Wiring by layer:
Two of the layers only.
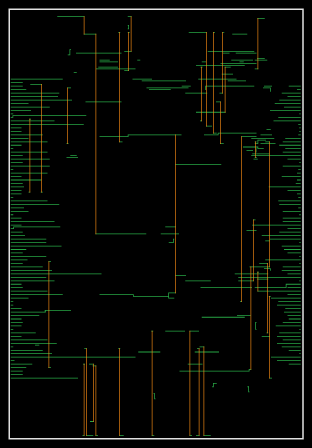
Metal 4:
Bar = 20 um.
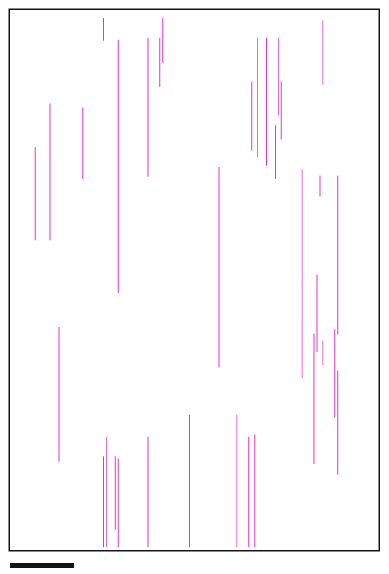
Register map, names as in the netlist:
Bar = 20 um. Other sequential cells in the stronger gray, the rest of the logic in the fainter gray.
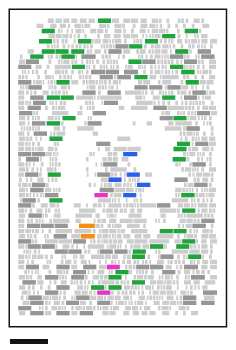
Logic cells by family:
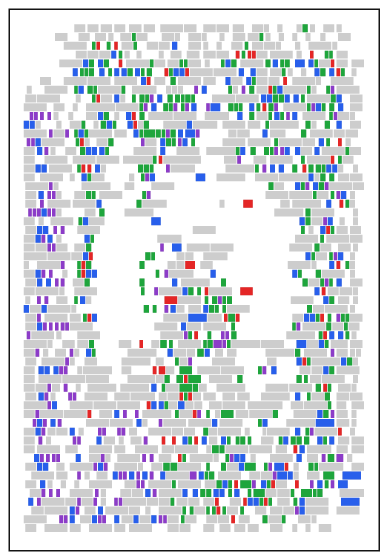
Congestion heat map:
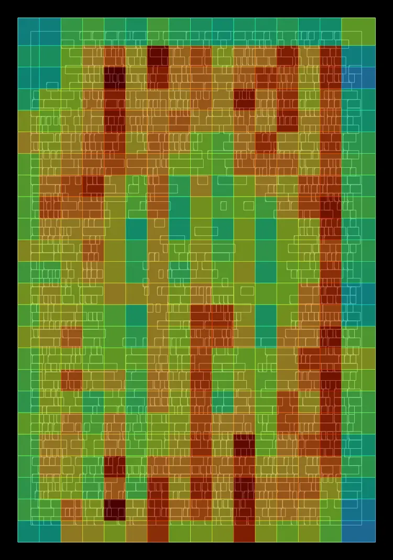
==> config.mk <==
export PLATFORM = sky130hd
export DESIGN_NAME = mesm6_alu_ctl
export DESIGN_NICKNAME = d
export VERILOG_FILES = /design/src/rtl/mesm6_alu_ctl_pkg.sv /design/src/rtl/mesm6_alu_ctl.sv
export SDC_FILE = /design/constraint.sdc
export NUM_CORES = 1
export LEC_CHECK = 0
export ABC_AREA = 1
export CAP_MARGIN = 20
export CORE_ASPECT_RATIO = 1.5
export CORE_MARGIN = 4
export CORE_UTILIZATION = 41
export CTS_CLUSTER_SIZE = 28
export DETAILED_ROUTE_END_ITERATION = 8
export PLACE_DENSITY = 0.88
export SYNTH_ARGS = -nofsm -noshare
export SYNTH_HDL_FRONTEND = slang
export SYNTH_SLANG_ARGS = --single-unit
==> constraint.sdc <==
create_clock -name clk -period 1.86 [get_ports clk]
set_clock_uncertainty 0.2 [all_clocks]
set_input_delay 0.558 -clock clk [delete_from_list [all_inputs] [get_ports clk]]
set_output_delay 0.558 -clock clk [all_outputs]
set_load 0.02 [all_outputs]
==> src/rtl/mesm6_alu_ctl_pkg.sv <==
// rtl/mesm6_alu_ctl_pkg.sv - ALU opcodes, sequencer state encoding and timeout default
package mesm6_alu_ctl_pkg;

  localparam int ALU_OP_WIDTH = 3;

  localparam logic [ALU_OP_WIDTH-1:0] ALU_NOP              = 3'd0;
  localparam logic [ALU_OP_WIDTH-1:0] ALU_AND              = 3'd1;
  localparam logic [ALU_OP_WIDTH-1:0] ALU_OR               = 3'd2;
  localparam logic [ALU_OP_WIDTH-1:0] ALU_XOR              = 3'd3;
  localparam logic [ALU_OP_WIDTH-1:0] ALU_ADD_CARRY_AROUND = 3'd4;
  localparam logic [ALU_OP_WIDTH-1:0] ALU_FMUL             = 3'd5;

  localparam int ALU_CTL_TIMEOUT = 16;

  typedef enum logic [1:0] {
    ALU_CTL_FLUSH,
    ALU_CTL_IDLE,
    ALU_CTL_RUN,
    ALU_CTL_REL
  } alu_ctl_state_e;

endpackage

==> src/rtl/mesm6_alu_ctl.sv <==
// rtl/mesm6_alu_ctl.sv - ACC/Y register stage and request sequencer in front of the ALU
module mesm6_alu_ctl
  import mesm6_alu_ctl_pkg::*;
#(
  parameter int TIMEOUT = ALU_CTL_TIMEOUT
) (
  input  logic                    clk,
  input  logic                    reset,
  input  logic                    req_valid,
  output logic                    req_ready,
  input  logic [ALU_OP_WIDTH-1:0] req_op,
  input  logic [47:0]             req_operand,
  output logic                    rsp_valid,
  output logic                    rsp_err,
  output logic [47:0]             acc,
  output logic [47:0]             y,
  output logic [47:0]             alu_a,
  output logic [47:0]             alu_b,
  output logic [ALU_OP_WIDTH-1:0] alu_op,
  input  logic [47:0]             alu_result,
  input  logic [47:0]             alu_y,
  input  logic                    alu_done
);

  localparam int CW = $clog2(TIMEOUT) + 1;

  alu_ctl_state_e          state_q;
  logic [47:0]             acc_q;
  logic [47:0]             y_q;
  logic [47:0]             operand_q;
  logic [ALU_OP_WIDTH-1:0] op_q;
  logic [CW-1:0]           cnt_q;
  logic                    rsp_valid_q;
  logic                    rsp_err_q;

  assign acc       = acc_q;
  assign y         = y_q;
  assign alu_a     = acc_q;
  assign alu_b     = operand_q;
  assign alu_op    = (state_q == ALU_CTL_RUN) ? op_q : ALU_NOP;
  assign req_ready = (state_q == ALU_CTL_IDLE);
  assign rsp_valid = rsp_valid_q;
  assign rsp_err   = rsp_err_q;

  always_ff @(posedge clk) begin
    if (reset) begin
      state_q     <= ALU_CTL_FLUSH;
      acc_q       <= '0;
      y_q         <= '0;
      operand_q   <= '0;
      op_q        <= ALU_NOP;
      cnt_q       <= '0;
      rsp_valid_q <= 1'b0;
      rsp_err_q   <= 1'b0;
    end else begin
      rsp_valid_q <= 1'b0;
      case (state_q)
        // The ALU keeps done across our reset; one NOP cycle clears it.
        ALU_CTL_FLUSH: state_q <= ALU_CTL_IDLE;
        ALU_CTL_IDLE: begin
          if (req_valid) begin
            if (req_op != ALU_NOP) begin
              op_q      <= req_op;
              operand_q <= req_operand;
              cnt_q     <= '0;
              state_q   <= ALU_CTL_RUN;
            end else begin
              acc_q       <= req_operand;
              rsp_valid_q <= 1'b1;
              rsp_err_q   <= 1'b0;
              state_q     <= ALU_CTL_REL;
            end
          end
        end
        ALU_CTL_RUN: begin
          cnt_q <= cnt_q + CW'(1);
          if (alu_done) begin
            acc_q       <= alu_result;
            y_q         <= alu_y;
            rsp_valid_q <= 1'b1;
            rsp_err_q   <= 1'b0;
            state_q     <= ALU_CTL_REL;
          end else if (cnt_q == CW'(TIMEOUT - 1)) begin
            rsp_valid_q <= 1'b1;
            rsp_err_q   <= 1'b1;
            state_q     <= ALU_CTL_REL;
          end
        end
        ALU_CTL_REL: state_q <= ALU_CTL_IDLE;
        default: state_q <= ALU_CTL_FLUSH;
      endcase
    end
  end

endmodule

==> results.toml <==
# generated from flow reports
[flow_run]
openroad.warnings = 29

[clock_network]
cts_tree = "built"
clock_sinks = 156
path_clk_slew_ps = 60
cts_hold_buf = 0
insertion_delay_ps = 410
post_cts_buffers = 1
cts_buffer_depth = 2

[worst_setup_path]
cp-start-kind = "flip-flop"
end_kind = "output pin"
cp_cell_sequence = "inv_4 > ha_4 > nand2_2 > inv_2 > buf_6"
crit_family = "flip-flops"
crit_start = "state_q[0]"
reg2reg_depth = 9
critPathArrivalTime_ps = 1240
crit_end = "alu_op[2]"
crit_fanout = 6
r2r_slack_ps = -60
rr_startpoint = "state_q[0]"
r2r-end = "acc[36]"
crit_type = "reg2out"

[synth]
synth_chip_area_um2 = 6960
yosysWarnings = 0
area_leaders = "dfxtp_1, a21oi_1, nand2_1, nor2_1, nand3_1"
fa_ha_area_share_pct = 0.720
edf_count = 0
ys_top_logic_family = "simple AND/OR/NAND/NOR gates"
yosysCellCount = 989
syn_nets = 1144
top_area_cell = "dfxtp_1"
syn_area_per_cell_um2 = 7.03
synth.most_common_cell = "nand2_1"
top_area_share_pct = 44.9
ys_sh_mux_pct = 0
ys_sh_aoi_pct = 14.8
flop_cell = "dfxtp_1"
synth_cell_types = 20
synthXorXnorAreaFrac_pct = 0
synthCells = 989
common_cells = "nand2_1, dfxtp_1, a21oi_1, nor2_1, nand3_1"

[cells_and_area]
dominant_cells = "non-clock buffers"
nClkBuffers = 21
buffers = 406
n_all_inverters = 69
comb_area_um2 = 3040
nNetsFinal = 1450
antenna_cells = 0
area_share_clock_buf_inv_pct = 5.20
design_area_um2 = 11100
fillCellCount = 1413
area_growth_syn_to_layout_pct = 59.1
drive_gt1_share_pct = 25.0

[outcome]
status = "finished with violations"
violations = "negative setup slack"

[floorplan]
ios = 349
die_h_um = 168
rows = 58
coreArea_um2 = 16700
n_tap_cell = 210

[detailed_routing]
ant_nets = 0
met2_length_um = 14000
met3WireLength_um = 2140
vias_per_cell = 5.10
wl_met1_um = 9290
top_layer_used = "met4"

[power_and_ir_drop]
p_leak_uw = 0.00498
power_uw = 12200
p_seq_share_pct = 33.8
top_power_group = "combinational cells"
powerClk_uw = 3400
vdd_drop_max_mv = 0.797
power.density_nw_per_um2 = 1110
cellInternalPower_uw = 7740

[timing]
fmax_mhz = 501
worst_slack_ps = -135
fin_hold_ws_ps = 258
hold_viol_final = 0
setup-tns-final_ps = -619
finalClockPeriodUsage_pct = 107
rsz0062_at_grt = "yes"
fin_crit_ps = 2000
slew_headroom_pct = 55.1
finalSetupViolations = 13

[global_route]
grt_util_met3_pct = 7.45
grtUsageMet1_pct = 25.1
grt_overflow = 0
grt_max_degree = 57

[place]
gp_congestion = 0.854
portBuffers = 348
placed_cells = 1463
placed_area_um2 = 10400
pre_cts_ws_ps = -404
dp_hpwl_um = 18200

[worst_hold_path]
hold_depth = 2
-- 'wiring by layer' (at the start) --
color	layer	wire length
orange	M4	1070 um
green	M3	2140 um

-- 'metal 4' (at the start) --
main direction	vertical
wire length on this layer	1070 um
nets with wire on the layer	30
final wirelength: 26500 um
vias: 7740

-- 'register map, names as in the netlist' (at the start) --
color	netlist name	flops
orange	`state_q`	2
green	`alu_b`	48
magenta	`op_q`	3
blue	`cnt_q`	5
not colored	98
flop share of the area: 28.4%
utilization after layout: 66.3%
Seq power: 4140 uW
Reg area: 3140 um2

-- 'logic cells by family' (at the start) --
color	family	cells	most used	where
purple	nor cells	154	nor2_1	spread over the die
green	nand cells	282	nand2_1	spread over the die
blue	aoi and oai cells	205	a21oi_1	spread over the die
red	inv cells	69	inv_1	spread over the die
Top cell excl fill/tap: nand2_1
post-route insts no fill: 1518
multi-input gate share of total cell area: 27.5%

-- 'congestion heat map' (at the start) --
All-Layer GR Usage: 24.6%
mean routed wirelength per cell: 17.4 um

Power is estimated from default activity; no workload was simulated.
